File: src/rtl/id_ex_operand_stage.sv
`default_nettype none
// ============================================================================
// Module  : id_ex_operand_stage
// Brief   : ID/EX pipeline register with EX-stage RAW forwarding and ALU
//           operand select (porta/portb/aluop, store data, writeback info).
// Revision: 1.0
// ============================================================================
module id_ex_operand_stage #(
  parameter int DW  = 32,
  parameter int RW  = 5,
  parameter int OPW = 4
) (
  input  logic           clk,
  input  logic           rst_n,
  input  logic           i_stall,
  input  logic           i_flush,
  input  logic           i_valid,
  input  logic [OPW-1:0] i_aluop,
  input  logic [RW-1:0]  i_rs,
  input  logic [RW-1:0]  i_rt,
  input  logic [DW-1:0]  i_rdata1,
  input  logic [DW-1:0]  i_rdata2,
  input  logic [DW-1:0]  i_imm,
  input  logic [4:0]     i_shamt,
  input  logic           i_shift,
  input  logic           i_alusrc,
  input  logic [RW-1:0]  i_wsel,
  input  logic           i_regwen,
  input  logic           i_exmem_regwen,
  input  logic [RW-1:0]  i_exmem_wsel,
  input  logic [DW-1:0]  i_exmem_wdat,
  input  logic           i_memwb_regwen,
  input  logic [RW-1:0]  i_memwb_wsel,
  input  logic [DW-1:0]  i_memwb_wdat,
  output logic [DW-1:0]  o_porta,
  output logic [DW-1:0]  o_portb,
  output logic [OPW-1:0] o_aluop,
  output logic           o_ex_valid,
  output logic [RW-1:0]  o_ex_wsel,
  output logic           o_ex_regwen,
  output logic [DW-1:0]  o_ex_storedat
);

  localparam int c_SHW = 5;

  logic           r_valid;
  logic [OPW-1:0] r_aluop;
  logic [RW-1:0]  r_rs;
  logic [RW-1:0]  r_rt;
  logic [DW-1:0]  r_rdata1;
  logic [DW-1:0]  r_rdata2;
  logic [DW-1:0]  r_imm;
  logic [4:0]     r_shamt;
  logic           r_shift;
  logic           r_alusrc;
  logic [RW-1:0]  r_wsel;
  logic           r_regwen;

  logic [DW-1:0]  w_fwd_rs;
  logic [DW-1:0]  w_fwd_rt;

  // A bubble clears every field so its operand outputs stay deterministic.
  always_ff @(posedge clk or negedge rst_n) begin
    if (!rst_n) begin
      r_valid  <= 1'b0;
      r_aluop  <= '0;
      r_rs     <= '0;
      r_rt     <= '0;
      r_rdata1 <= '0;
      r_rdata2 <= '0;
      r_imm    <= '0;
      r_shamt  <= '0;
      r_shift  <= 1'b0;
      r_alusrc <= 1'b0;
      r_wsel   <= '0;
      r_regwen <= 1'b0;
    end else if (i_flush) begin
      r_valid  <= 1'b0;
      r_aluop  <= '0;
      r_rs     <= '0;
      r_rt     <= '0;
      r_rdata1 <= '0;
      r_rdata2 <= '0;
      r_imm    <= '0;
      r_shamt  <= '0;
      r_shift  <= 1'b0;
      r_alusrc <= 1'b0;
      r_wsel   <= '0;
      r_regwen <= 1'b0;
    end else if (!i_stall) begin
      r_valid  <= i_valid;
      r_aluop  <= i_aluop;
      r_rs     <= i_rs;
      r_rt     <= i_rt;
      r_rdata1 <= i_rdata1;
      r_rdata2 <= i_rdata2;
      r_imm    <= i_imm;
      r_shamt  <= i_shamt;
      r_shift  <= i_shift;
      r_alusrc <= i_alusrc;
      r_wsel   <= i_wsel;
      r_regwen <= i_regwen;
    end
  end

  // Younger producer (EX/MEM) wins; register 0 always reads its latched value.
  always_comb begin
    w_fwd_rs = r_rdata1;
    if (i_exmem_regwen && (i_exmem_wsel == r_rs) && (r_rs != '0))
      w_fwd_rs = i_exmem_wdat;
    else if (i_memwb_regwen && (i_memwb_wsel == r_rs) && (r_rs != '0))
      w_fwd_rs = i_memwb_wdat;
  end

  always_comb begin
    w_fwd_rt = r_rdata2;
    if (i_exmem_regwen && (i_exmem_wsel == r_rt) && (r_rt != '0))
      w_fwd_rt = i_exmem_wdat;
    else if (i_memwb_regwen && (i_memwb_wsel == r_rt) && (r_rt != '0))
      w_fwd_rt = i_memwb_wdat;
  end

  always_comb begin
    if (r_shift) begin
      o_porta = w_fwd_rt;
      o_portb = {{(DW-c_SHW){1'b0}}, r_shamt};
    end else begin
      o_porta = w_fwd_rs;
      o_portb = r_alusrc ? r_imm : w_fwd_rt;
    end
  end

  assign o_aluop       = r_aluop;
  assign o_ex_valid    = r_valid;
  assign o_ex_wsel     = r_wsel;
  assign o_ex_regwen   = r_regwen & r_valid;
  assign o_ex_storedat = w_fwd_rt;

endmodule
`default_nettype wire
File: config.mk
export PLATFORM = sky130hd
export DESIGN_NAME = id_ex_operand_stage
export DESIGN_NICKNAME = d
export VERILOG_FILES = /design/src/rtl/id_ex_operand_stage.sv
export SDC_FILE = /design/constraint.sdc
export NUM_CORES = 1
export LEC_CHECK = 0
export ABC_CLOCK_PERIOD_IN_PS = 4200
export CORE_AREA = 2 2 135 137
export CTS_CLUSTER_SIZE = 28
export DETAILED_ROUTE_END_ITERATION = 12
export DIE_AREA = 0 0 137 139
export GPL_TIMING_DRIVEN = 1
export PLACE_DENSITY = 0.91
export SLEW_MARGIN = 20
export SYNTH_ARGS = -nofsm -noshare
export SYNTH_HDL_FRONTEND = slang
export SYNTH_SLANG_ARGS = --single-unit
File: constraint.sdc
create_clock -name clk -period 4.2 [get_ports clk]
set_input_delay 1.26 -clock clk [delete_from_list [all_inputs] [get_ports clk]]
set_output_delay 1.26 -clock clk [all_outputs]
set_load 0.02 [all_outputs]
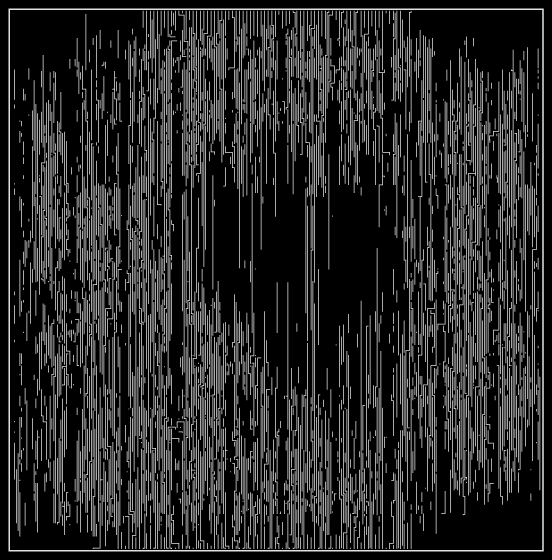
Fig. 1. M2 wires.
longest straight run = 103 um
wire length on this layer = 17900 um
routed via count: 8702
met2 Resource Use GR: 57.69%
final wirelength: 36600 um

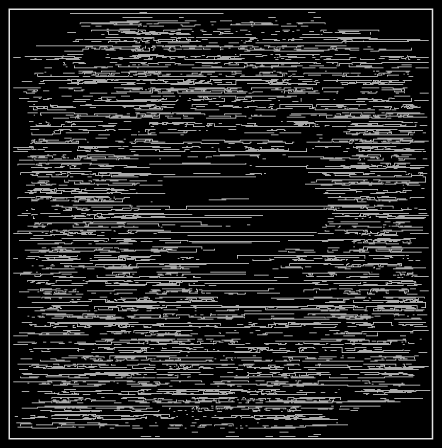
Fig. 2. Met1 routing.
main direction = horizontal
share of all routed wire = 37%
nets with wire on the layer = 1235
wire length on this layer = 13400 um

==> impl_results.html <==
<h2>Implementation results</h2>
<table>
<tr><th>Metric</th><th>Value</th></tr>
<tr><th colspan="2">Outcome</th></tr>
<tr><td>Status</td><td>finished with violations</td></tr>
<tr><td>Violated checks</td><td>setup timing</td></tr>
<tr><th colspan="2">Logic synthesis</th></tr>
<tr><td>Dominant cell area share</td><td>40.84%</td></tr>
<tr><td>Post-synthesis adder-cell area fraction</td><td>0%</td></tr>
<tr><td>Most frequent cell after synthesis</td><td>sky130_fd_sc_hd__nor2_1</td></tr>
<tr><td>Syn_nets</td><td>1011</td></tr>
<tr><td>Most used flip-flop cell after synthesis</td><td>sky130_fd_sc_hd__dfrtp_1</td></tr>
<tr><td>Top area cells in the synthesized netlist</td><td>sky130_fd_sc_hd__dfrtp_1 41%, sky130_fd_sc_hd__mux2i_1 20%, sky130_fd_sc_hd__nor2_1 9.3%, sky130_fd_sc_hd__o31ai_1 3.2%, sky130_fd_sc_hd__a211oi_1 2.7%</td></tr>
<tr><td>Cell types with the highest counts after synthesis</td><td>189 x sky130_fd_sc_hd__nor2_1, 155 x sky130_fd_sc_hd__mux2i_1, 124 x sky130_fd_sc_hd__dfrtp_1</td></tr>
<tr><td>Unique cell types</td><td>42</td></tr>
<tr><td>Number of warnings issued by yosys</td><td>0</td></tr>
<tr><td>Compound-cell area share of the yosys netlist</td><td>16.02%</td></tr>
<tr><td>Sequential share of the synthesized area</td><td>40.84%</td></tr>
<tr><td>Mapped Cells</td><td>807</td></tr>
<tr><td>EDFF count, synth</td><td>0</td></tr>
<tr><td>Number of cells in Yosys stat</td><td>807</td></tr>
<tr><td>Synth Area per Inst</td><td>9.416 um2</td></tr>
<tr><td>Area share of and/or/nand/nor cells after synthesis</td><td>14.59%</td></tr>
<tr><td>Syn Std Cell Area</td><td>7599 um2</td></tr>
<tr><td>Post-synthesis xor/xnor area fraction</td><td>2.305%</td></tr>
<tr><td>Registers, synthesis</td><td>124</td></tr>
<tr><td>Share of flip-flops with an asynchronous set or reset</td><td>100.0%</td></tr>
<tr><td>Dominant combinational cell family by area after synthesis</td><td>multiplexers</td></tr>
<tr><th colspan="2">Final timing</th></tr>
<tr><td>Post-layout min period</td><td>4.390 ns</td></tr>
<tr><td>Setup repair after global routing missed its margin</td><td>yes</td></tr>
<tr><td>Final Cycle Share</td><td>104.5%</td></tr>
<tr><td>Largest clock skew in the final design</td><td>0 ns</td></tr>
<tr><td>Worst hold margin</td><td>0.5213 ns</td></tr>
<tr><td>Post-layout worst setup margin</td><td>-0.1897 ns</td></tr>
<tr><td>Final count of negative-setup-slack endpoints</td><td>62</td></tr>
<tr><td>Fmax</td><td>0.2278 GHz</td></tr>
<tr><td>Transition time at the pin with the least slew margin</td><td>0.9651 ns</td></tr>
<tr><td>Final hold violation count</td><td>0</td></tr>
<tr><td>Worst slew margin</td><td>35.66%</td></tr>
<tr><th colspan="2">Drt</th></tr>
<tr><td>Detailed-route vias per instance</td><td>6.111</td></tr>
<tr><td>Length of the first detailed-routing pass in iterations</td><td>5</td></tr>
<tr><td>Number of design-rule violations left by the first detailed-router iteration</td><td>711</td></tr>
<tr><td>DR DRC count</td><td>0</td></tr>
<tr><td>Residual antenna-violating net count after detailed routing</td><td>0</td></tr>
<tr><td>Routed wire per std cell</td><td>25.70 um</td></tr>
<tr><th colspan="2">Global routing</th></tr>
<tr><td>Pin count of the biggest net entering global routing</td><td>67</td></tr>
<tr><td>Remaining global-route overflow</td><td>0</td></tr>
<tr><td>Antenna violations before repair</td><td>2</td></tr>
<tr><td>Global-route wire length before repair</td><td>50770 um</td></tr>
<tr><th colspan="2">Clock tree</th></tr>
<tr><td>Clock root cell</td><td>sky130_fd_sc_hd__clkbuf_16</td></tr>
<tr><td>Sinks on the clock net</td><td>124</td></tr>
<tr><td>Register clock-pin slew on the reported worst setup and hold paths</td><td>0.05 ns</td></tr>
<tr><td>Deepest level of the CTS H-tree</td><td>4</td></tr>
<tr><td>Max clock buf depth</td><td>2</td></tr>
<tr><td>Clock tree from TritonCTS</td><td>built</td></tr>
<tr><td>Number of buffers inserted for hold repair after clock tree synthesis</td><td>0</td></tr>
<tr><th colspan="2">Worst setup path</th></tr>
<tr><td>Required time of the critical path</td><td>2.94 ns</td></tr>
<tr><td>Worst path most repeated cell</td><td>sky130_fd_sc_hd__buf_6</td></tr>
<tr><td>Critical-path cell list</td><td>buf_8, xnor2_2, nand4_1, buf_6, nor2_4, buf_6, mux2_4, buf_12, a221oi_4, buf_6</td></tr>
<tr><td>R2R cell count</td><td>3</td></tr>
<tr><td>Highest cell delay on the worst timing path</td><td>0.42 ns</td></tr>
<tr><td>Data arrival time at the worst-slack endpoint</td><td>3.13 ns</td></tr>
<tr><td>CP max stage cell</td><td>sky130_fd_sc_hd__a221oi_4</td></tr>
<tr><td>Element type at the critical path end</td><td>primary output</td></tr>
<tr><td>Crit path kind</td><td>primary input to primary output</td></tr>
<tr><th colspan="2">Placement</th></tr>
<tr><td>RePlAce Congestion</td><td>0.8893</td></tr>
<tr><td>Cell total after placement</td><td>1347</td></tr>
<tr><td>Detailed Place HPWL</td><td>20750 um</td></tr>
<tr><td>Area post-placement</td><td>11410 um2</td></tr>
<tr><td>Count of port buffers added during placement</td><td>310</td></tr>
<tr><th colspan="2">Die</th></tr>
<tr><td>Number of placement rows</td><td>49</td></tr>
<tr><td>Vert. Die Dim</td><td>139 um</td></tr>
<tr><td>Width of the die</td><td>137 um</td></tr>
<tr><td>Starting Density</td><td>43.03%</td></tr>
<tr><td>I/O Pins</td><td>311</td></tr>
<tr><td>Chip Footprint</td><td>19040 um2</td></tr>
<tr><td>Floorplan Core Area</td><td>17660 um2</td></tr>
<tr><th colspan="2">Final layout</th></tr>
<tr><td>Synthesis-to-finish area growth</td><td>76.42%</td></tr>
<tr><td>Inserted Diodes</td><td>0</td></tr>
<tr><td>Fin area</td><td>13410 um2</td></tr>
<tr><td>Final std cells w/o fill</td><td>1424</td></tr>
<tr><td>Fraction of final layout cells sized beyond drive strength 1</td><td>31.46%</td></tr>
<tr><td>Final nets</td><td>1386</td></tr>
<tr><th colspan="2">Job</th></tr>
<tr><td>Maxcap violations</td><td>0</td></tr>
<tr><td>OpenROAD warning count</td><td>28</td></tr>
<tr><th colspan="2">Power and ir drop</th></tr>
<tr><td>Overall Power</td><td>4.143 mW</td></tr>
<tr><td>Pwr dens</td><td>309.1 nW/um2</td></tr>
<tr><td>Worst vdd rail ir drop</td><td>0.2670 mV</td></tr>
<tr><th colspan="2">Min path</th></tr>
<tr><td>Worst hold stages</td><td>2</td></tr>
<tr><td>Hold Crit Class</td><td>flip-flop to flip-flop</td></tr>
</table>
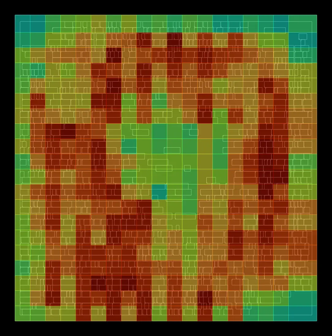
Fig. 3. Routing congestion map.
final core utilization: 75.92%
GR Layer Usage met3: 9.722%

[sequential cells by signal (all words and copies together) (netlist names), 4 cells and up]
name / cells
r_rs: 5
r_rdata1: 32
r_rt: 5
r_rdata2: 32
r_imm: 32
o_aluop: 4
o_ex_wsel: 5
r_shamt: 5
[final timing paths]
check | slack (ns) | start | end
max | -0.19 | i_exmem_wsel[3] | o_porta[11]
min | 0.52 | r_imm[24]$_DFFE_PN0P_ | r_imm[24]$_DFFE_PN0P_
max reg2reg | 2.90 | r_shift$_DFFE_PN0P_ | r_shift$_DFFE_PN0P_
min reg2reg | 0.52 | r_imm[24]$_DFFE_PN0P_ | r_imm[24]$_DFFE_PN0P_
max in group asynchronous | 2.50 | rst_n | r_imm[14]$_DFFE_PN0P_
min in group asynchronous | 0.91 | rst_n | o_aluop[3]$_DFFE_PN0P_
[report_power, final]
part / internal, mW / switching, mW
Sequential: 1.26 / 0.0663
Combinational: 0.550 / 0.584
Clock: 1.12 / 0.564
[cell type report]
cell class / instances / area, um2
tap: 229 / 286.5
clock buffer: 22 / 484.2
sequential: 124 / 3103
inverter: 32 / 120.1
timing repair buffer: 422 / 4119
multi-input combinational: 585 / 5107
clock inverter: 10 / 185.2
fill: 1087 / 4252
[routing by layer]
metal	share of wire, %	global-route usage, %
met1	37	42.12
met5	0.063	0
met2	49	57.69
met3	9.2	9.722
met4	5.3	17.85
[cell usage in the layout, fill, tap and decap left out, drive strengths merged, types with 3 or more instances in the layout]
master           n
a221oi          26
a21boi           9
xnor2           20
a22oi            5
buf            181
or2              3
a2111oi         26
clkdlybuf4s50  199
and3            23
nand3            7
inv             32
o31ai           32
nand4            4
a211oi          27
nand2           29
dlygate4sd2      9
bufinv           5
clkinvlp         4
clkbuf          49
a222oi           5
nor2           192
dfrtp          124
clkdlybuf4s15    6
o21ai            6
mux2i          155
[worst max-delay path: cells and delay by family]
kind,cells,cell delay (ns)
and+or+nand+nor,2,0.20
AOI/OAI and AO/OA,1,0.42
buffers and inverters,5,0.74
muxes,1,0.35
xor gates and xnor gates,1,0.15
[repair_timing]
action                                  4_1_cts  5_1_grt
gates resized                               487      211
pin swaps                                    39       49
endpoints found under the hold margin         0        0
endpoints found under the setup margin       96       93
gates cloned                                  9        3
setup buffers                                23       13
[through the flow]
step / setup slack [ns] / setup TNS [ns]
after CTS: -0.07730 / -0.8840
after floorplan: 0.01026 / 0
after global placement: -1.125 / -77.17
after global routing: -0.2050 / -5.805
final: -0.1897 / -3.727
after detailed placement: -1.166 / -80.03
[kinds of logic (layout without fill, tap and decap cells)]
group                     after synthesis  in the layout
DFF                                   124            124
buffers and inverters                 101            486
AOI/OAI and AO/OA                     142            142
and+or+nand+nor                       264            267
xor gates and xnor gates               20             20
muxes                                 156            156
Power figures rest on the tool's default switching activity, not on a simulated workload.
